===== config.mk =====
export PLATFORM = sky130hd
export DESIGN_NAME = if_fetch_queue
export DESIGN_NICKNAME = d
export VERILOG_FILES = /design/src/rtl/if_fetch_queue.sv
export SDC_FILE = /design/constraint.sdc
export NUM_CORES = 1
export LEC_CHECK = 0
export ABC_CLOCK_PERIOD_IN_PS = 5300
export CELL_PAD_IN_SITES_DETAIL_PLACEMENT = 1
export CELL_PAD_IN_SITES_GLOBAL_PLACEMENT = 1
export CORE_UTILIZATION = 51
export CTS_CLUSTER_DIAMETER = 40
export DETAILED_ROUTE_END_ITERATION = 8
export GPL_ROUTABILITY_DRIVEN = 0
export HOLD_SLACK_MARGIN = 0.15
export PLACE_DENSITY_LB_ADDON = 0.1
export SYNTH_ARGS = -nofsm -noshare
export SYNTH_HDL_FRONTEND = slang
export SYNTH_SLANG_ARGS = --single-unit

===== constraint.sdc =====
create_clock -name clk -period 5.3 [get_ports clk]
set_clock_uncertainty 0.05 [all_clocks]
set_input_delay 1.06 -clock clk [delete_from_list [all_inputs] [get_ports clk]]
set_output_delay 1.06 -clock clk [all_outputs]
set_load 0.02 [all_outputs]

===== src/rtl/if_fetch_queue.sv =====
// ---------------------------------------------------------------------------
// if_fetch_queue
//
// Instruction-fetch stage with a decoupled, in-order fetch queue. Word fetches
// go to instruction memory over a req/gnt handshake. Responses come back
// in order on rvalid, after a variable latency. Each returned instruction is
// queued together with its PC. The queue head is presented to the IF/ID
// register and advances under IFWrite.
//
// A taken Branch or a Jump (a "redirect") does four things:
//   - flushes the queue,
//   - marks every request still in flight as "to be dropped",
//   - restarts fetch at JumpAddr (word aligned),
//   - raises IF_flush in the same cycle.
//
// Parameters
//   XLEN      PC / address width
//   RESET_PC  first fetch address after reset
//   FQ_DEPTH  queue entries (power of two, >= 2); also caps outstanding fetches
//   NOP_INSN  instruction presented when the queue is empty
//
// Ports
//   clk, reset        clock; asynchronous active-low reset
//   Branch, Jump      redirect requests from EX (either one redirects)
//   JumpAddr          redirect target
//   IFWrite           1: consume head entry this cycle, 0: stall
//   imem_req/addr     fetch request and word-aligned address
//   imem_gnt          request accepted this cycle
//   imem_rvalid/rdata in-order fetch response
//   Instruction_if    head instruction, or NOP_INSN when empty
//   PC                head PC, or the current fetch PC when empty
//   IF_valid          Instruction_if/PC carry a real fetched instruction
//   IF_flush          flush the IF/ID register this cycle
// ---------------------------------------------------------------------------
module if_fetch_queue #(
  parameter int              XLEN     = 32,
  parameter logic [XLEN-1:0] RESET_PC = '0,
  parameter int              FQ_DEPTH = 4,
  parameter logic [31:0]     NOP_INSN = 32'h0000_0013
) (
  input  logic            clk,
  input  logic            reset,
  input  logic            Branch,
  input  logic            Jump,
  input  logic [XLEN-1:0] JumpAddr,
  input  logic            IFWrite,
  output logic            imem_req,
  output logic [XLEN-1:0] imem_addr,
  input  logic            imem_gnt,
  input  logic            imem_rvalid,
  input  logic [31:0]     imem_rdata,
  output logic [31:0]     Instruction_if,
  output logic [XLEN-1:0] PC,
  output logic            IF_valid,
  output logic            IF_flush
);

  localparam int              CW         = $clog2(FQ_DEPTH + 1);
  localparam int              PW         = $clog2(FQ_DEPTH);
  localparam logic [XLEN-1:0] ALIGN_MASK = ~XLEN'(3);
  localparam logic [CW:0]     DEPTH_EXT  = (CW + 1)'(FQ_DEPTH);
  localparam logic [CW-1:0]   DEPTH_CNT  = CW'(FQ_DEPTH);

  // Fetch address generator state.
  logic [XLEN-1:0] fetch_pc;

  // Fetch queue: PC and instruction per entry.
  logic [XLEN-1:0] q_pc   [FQ_DEPTH];
  logic [31:0]     q_insn [FQ_DEPTH];
  logic [PW-1:0]   q_rd;
  logic [PW-1:0]   q_wr;
  logic [CW-1:0]   q_cnt;

  // PCs of requests that are granted but have not returned. Requests that
  // will be dropped are not kept here, because a redirect clears this FIFO.
  logic [XLEN-1:0] pend_pc [FQ_DEPTH];
  logic [PW-1:0]   pend_rd;
  logic [PW-1:0]   pend_wr;

  // out_cnt counts every request in flight, including ones to be dropped.
  // drop_cnt counts the responses to discard: the oldest drop_cnt of them.
  logic [CW-1:0]   out_cnt;
  logic [CW-1:0]   drop_cnt;

  logic            redirect;
  logic [XLEN-1:0] redirect_pc;
  logic            credit_ok;
  logic            issue;
  logic            drop_rsp;
  logic            push;
  logic            pop;
  logic [CW-1:0]   out_cnt_next;

  // ---- control decode -------------------------------------------------------
  always_comb begin
    redirect    = Branch | Jump;
    redirect_pc = JumpAddr & ALIGN_MASK;

    // Issue only when every outstanding response already has a queue slot.
    // This is why a push can never meet a full queue.
    credit_ok   = ({1'b0, q_cnt} + {1'b0, out_cnt}) < DEPTH_EXT;
    imem_req    = credit_ok & ~redirect;
    imem_addr   = fetch_pc & ALIGN_MASK;
    issue       = imem_req & imem_gnt;

    // A response that arrives during a redirect is stale as well. It is
    // discarded here and is not added to drop_cnt.
    drop_rsp    = imem_rvalid & ((drop_cnt != '0) | redirect);
    push        = imem_rvalid & ~drop_rsp;

    IF_valid    = (q_cnt != '0);
    pop         = IFWrite & IF_valid & ~redirect;
    IF_flush    = redirect;

    out_cnt_next = out_cnt + CW'(issue) - CW'(imem_rvalid);

    Instruction_if = IF_valid ? q_insn[q_rd] : NOP_INSN;
    PC             = IF_valid ? q_pc[q_rd]   : fetch_pc;
  end

  // ---- fetch PC and outstanding-request bookkeeping -------------------------
  always_ff @(posedge clk or negedge reset) begin
    if (!reset) begin
      fetch_pc <= RESET_PC & ALIGN_MASK;
      out_cnt  <= '0;
      drop_cnt <= '0;
      pend_rd  <= '0;
      pend_wr  <= '0;
    end else begin
      out_cnt <= out_cnt_next;
      if (redirect) begin
        fetch_pc <= redirect_pc;
        // Everything still in flight after this cycle belongs to the old path.
        drop_cnt <= out_cnt_next;
        pend_rd  <= '0;
        pend_wr  <= '0;
      end else begin
        if (issue) begin
          fetch_pc <= fetch_pc + XLEN'(4);
          pend_wr  <= pend_wr + 1'b1;
        end
        if (imem_rvalid && (drop_cnt != '0)) begin
          drop_cnt <= drop_cnt - 1'b1;
        end
        if (push) begin
          pend_rd <= pend_rd + 1'b1;
        end
      end
    end
  end

  // Pending-PC storage. It holds data only, so it has no reset.
  always_ff @(posedge clk) begin
    if (issue) begin
      pend_pc[pend_wr] <= fetch_pc;
    end
  end

  // ---- fetch queue control --------------------------------------------------
  always_ff @(posedge clk or negedge reset) begin
    if (!reset) begin
      q_rd  <= '0;
      q_wr  <= '0;
      q_cnt <= '0;
    end else if (redirect) begin
      q_rd  <= '0;
      q_wr  <= '0;
      q_cnt <= '0;
    end else begin
      if (push) begin
        q_wr <= q_wr + 1'b1;
      end
      if (pop) begin
        q_rd <= q_rd + 1'b1;
      end
      q_cnt <= q_cnt + CW'(push) - CW'(pop);
    end
  end

  // Queue payload. It holds data only, so it has no reset.
  always_ff @(posedge clk) begin
    if (push) begin
      q_pc[q_wr]   <= pend_pc[pend_rd];
      q_insn[q_wr] <= imem_rdata;
    end
  end

  // ---- invariants -----------------------------------------------------------
  a_no_overflow : assert property (@(posedge clk) disable iff (!reset)
    push |-> (q_cnt < DEPTH_CNT))
    else $error("fetch queue overflow");

  a_out_bound : assert property (@(posedge clk) disable iff (!reset)
    (out_cnt <= DEPTH_CNT) && (drop_cnt <= out_cnt))
    else $error("outstanding counter out of range");

  a_rsp_expected : assert property (@(posedge clk) disable iff (!reset)
    imem_rvalid |-> (out_cnt != '0))
    else $error("response without outstanding request");

endmodule


Figure 1. Power grid.
The bar under the picture is 50 µm long. Pins as bars on the die edge. Tap cells in grey.
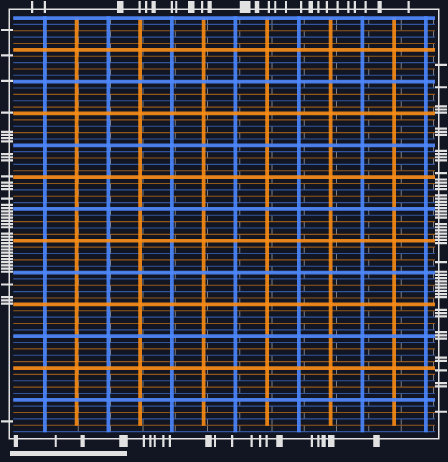
Blue stands for VSS. Orange stands for VDD.
66 met1 rails follow the rows. 435 tap cells. 13 straps on met5.
Std-Cell Core Area: 31900 µm²
VDD IR max: 258 µV
die height: 183 µm
Die Wd: 183 µm

Figure 2. Cells coloured by class.
The bar under the picture is 50 µm long.
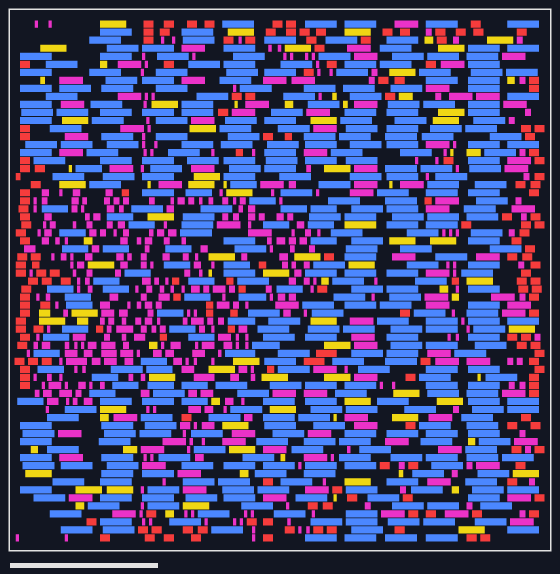
Yellow stands for clock drivers and dummy loads, cells 91, share of their area 8.1%. Red stands for other buffers and delay cells, cells 183, share of their area 9.0%. Blue stands for flops, cells 415, share of their area 61%. Magenta stands for combinational and other logic, cells 475, share of their area 22%.

Figure 3. Clock wires, drivers and flops.
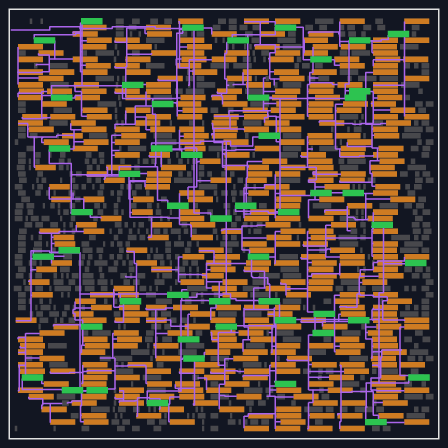
Orange stands for flip-flops, count 415. Green stands for clock drivers, count 50. Purple stands for clock wires, length 4790 µm.
There are 51 routed clock nets.
clock power share: 42.8%
clk_lat worst skew: 550 ps
clock network power: 3.27 mW

Figure 4. Metal layers overlaid.
The bar under the picture is 50 µm long. Only two layers are drawn.
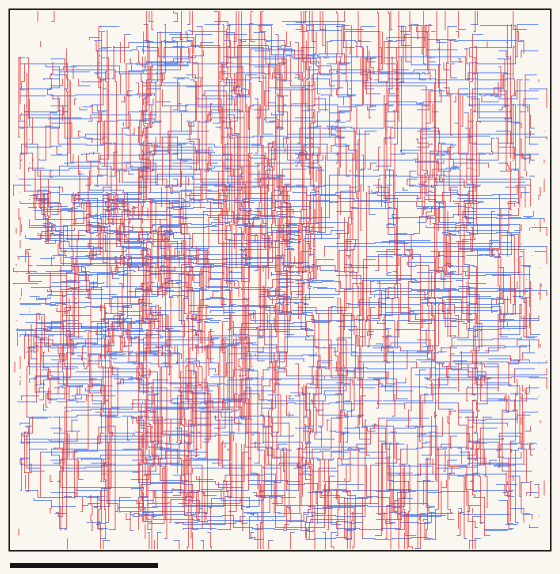
Blue stands for metal 1, wire length 16600 µm. Red stands for metal 2, wire length 19300 µm.
overall via count from detail_route: 9185
global-route total usage across every layer: 24.1%
routed wire length: 38.7 mm
routed wirelength normalized by instance count: 24.2 µm

==> run notes <==
The layout was made with Yosys and OpenROAD.

The run finished with clean final reports. The first global-routing pass estimated between 50 and 60 mm of wire. The number of flip-flops and latches in the synthesized netlist is between 400 and 500. Input and output buffers added on the ports amount to roughly 160. The post-synthesis cell count from yosys is 935. The met1 track utilization from global routing is between 30% and 40%. In this run the mean area of a mapped cell was 17.9 µm². The combined area of all synthesized cells is roughly 17000 µm².

TritonCTS built the clock tree. Global routing put the most usage on met2. The fraction of synthesized cell area taken by the top area cell type is about two thirds.

The fmax is 234 MHz. The highest-delay cell along the critical path is sky130_fd_sc_hd__dfrtp_4. The final critical-path share of the clock period is 80.5%.

The chip occupies roughly 33000 µm². The script logs the ratio of routed vias to standard cells as between 5 and 6. The count of fill cells added during filler insertion is between 2000 and 3000. The script reports the combined buffer and inverter count of the critical path as 2.

Sorting the synthesized cells by area gives the leading types as sky130_fd_sc_hd__edfxtp_1, sky130_fd_sc_hd__mux4_2, sky130_fd_sc_hd__dfrtp_1. The clock-pin transition on the worst setup and hold timing paths is 60 ps. The cell taking the most area after synthesis is sky130_fd_sc_hd__edfxtp_1. Entering global routing, the biggest net connects ~63 pins.

The detailed placement HPWL is 22.9 mm. The number of placed I/O pins is 170. The number of resized instances in the post-cts repair step is 0. The total congestion overflow after global routing is 0. The slew check shows that the tightest pin keeps a relative margin of between 20 and 30%.

After clock tree synthesis, the setup repair step added 0 buffers. The data arrival at the endpoint of the critical path is between 3000 and 4000 ps. Looking at the setup timing report, the critical path kind is flop to primary output.

For reference, the placement row count at floorplan is approximately 65. The number of nets with antenna violations after routing is 0. The number of clock sinks is 415. The H-tree depth reported by CTS is 2. The number of max-capacitance violations reported is 0. In the post-synthesis netlist, the cell with the most instances is sky130_fd_sc_hd__edfxtp_1. Yosys reports a chip area of between 15000 and 20000 µm². The number of enable-type register cells in the synthesized netlist is roughly 370. The area taken by flip-flops and latches is between 10000 and 15000 µm². The net total in the final layout is about 1200. Across all register-to-register paths, the minimum setup slack is about 1900 ps. The cell count of the worst reg-to-reg path is 11.

The number of max-slew violations in the final report is 0. The first-pass iteration count of the detailed router is 5. Before placement the cells fill approximately 52% of the core. Per the final layout report, the fraction of cells sized above drive strength 1 comes to a little under a fifth. In this run the layout overhead on the synthesized area is reported as 22.8%. The share of flip-flops with an asynchronous set or reset is 11.3%. The post-CTS hold buffer count recorded in the log is 0. The detailed router finished its first iteration with approximately 700 violations. The number of warnings the tools reported is 35. The power report puts the leakage power at between 6 and 7 nW.

Once placement completed, the tool counted placed cells totaling 1508. After detailed routing, the number of remaining DRC violations is 0. Setup repair after global routing left no endpoint under its margin. The instance area at placement is about 19000 µm². Among cell families on the critical path, the largest total delay comes from buffers and inverters. The final setup TNS is 0 ps. The total setup violations reported at the end of the flow is 0.

The script computed a power per unit cell area of 373 nW/µm². The final antenna diode tally reported by the flow is 0. The highest fanout seen on the critical path is approximately 43. The clock root buffer master is sky130_fd_sc_hd__clkbuf_16.

At the worst endpoint, the required time is between 4000 and 5000 ps. The sequential fraction of the synthesis area is about three quarters.
## cells by family after synthesis
family | count (synthesis) | synth area share, %
simple gates | 262 | 7.85
compound gates | 60 | 2.31
other cells | 1 | 0.0225
xor+xnor | 17 | 0.892
flops | 415 | 73.2
mux | 95 | 12.6
fa+ha+maj | 19 | 1.51
buf+inv | 66 | 1.61
## layout make-up
cell class	instances	area share, %
clock buffers	60	6.74
flip-flops and latches	415	59.7
repair buffers	183	8.78
well taps	435	2.65
multi-input cells	457	20.7
clock inverters	31	1.17
inverters	18	0.329
## registers in the layout, summed over array words and instances (netlist names)
signal    count
drop_cnt      3
fetch_pc     30
out_cnt       3
pend_pc     120
pend_rd       2
pend_wr       2
q_cnt         3
q_insn      128
q_pc        120
q_rd          2
q_wr          2
## layout by cell type (no fill, tap or decap), drive strengths merged, types with 22 or more instances in the layout
master | synthesis | layout
mux4 | 92 | 92
a31oi | 22 | 22
clkdlybuf4s50 | 0 | 162
inv | 17 | 24
nor2 | 37 | 37
clkbuf | 29 | 60
dfrtp | 47 | 47
edfxtp | 368 | 368
nand2 | 111 | 111
and2 | 40 | 40
## power breakdown
part / total, mW / internal (mW) / leakage, nW / switching (mW)
logic: 0.607 / 0.278 / 2.13 / 0.330
clock network: 3.27 / 1.93 / 0.778 / 1.34
registers: 3.77 / 3.67 / 3.87 / 0.100
total: 7.65 / 5.87 / 6.78 / 1.77
## stage by stage
stage                     setup slack, ps  total power, mW  util [%]  hold WS [ps]
after floorplan                      1710             4.14         -           465
after global placement               1230             4.42      59.2           515
after detailed placement             1190             4.44      59.2           533
after CTS                             966             7.71      64.3           385
after global routing                  888             7.90      64.3           408
final                                1030             7.65      64.3           398
## routing by layer
layer / wire [µm] / part of all wire (%)
met2: 19300 / 50
met3: 1850 / 4.8
met4: 887 / 2.3
met1: 16600 / 43
met5: 0 / 0
## how the worst max path moves through the flow
stage,endpoint,from,slack [ps],cells after the start
global route,Instruction_if[0],q_rd[0]$_DFFE_PN0P_,890,4
global placement,drop_cnt[2]$_DFFE_PN0P_,imem_gnt,1230,11
finish,Instruction_if[0],q_rd[0]$_DFFE_PN0P_,1030,4
detailed placement,drop_cnt[2]$_DFFE_PN0P_,imem_gnt,1190,11
floorplan,q_insn[0][0]$_DFFE_PP_,Jump,1710,4
CTS,Instruction_if[0],q_rd[0]$_DFFE_PN0P_,970,4
## worst reg2reg max path, stage by stage (launching register included)
cell	delay, ps
sky130_fd_sc_hd__dfrtp_1	420
sky130_fd_sc_hd__ha_1	350
sky130_fd_sc_hd__or4b_4	590
sky130_fd_sc_hd__nor3_4	330
sky130_fd_sc_hd__inv_2	240
sky130_fd_sc_hd__ha_1	340
sky130_fd_sc_hd__inv_1	40
sky130_fd_sc_hd__ha_1	180
sky130_fd_sc_hd__fa_1	380
sky130_fd_sc_hd__xnor2_1	220
sky130_fd_sc_hd__nor2_1	60
sky130_fd_sc_hd__a21oi_1	120
Power figures rest on the tool's default switching activity, not on a simulated workload.
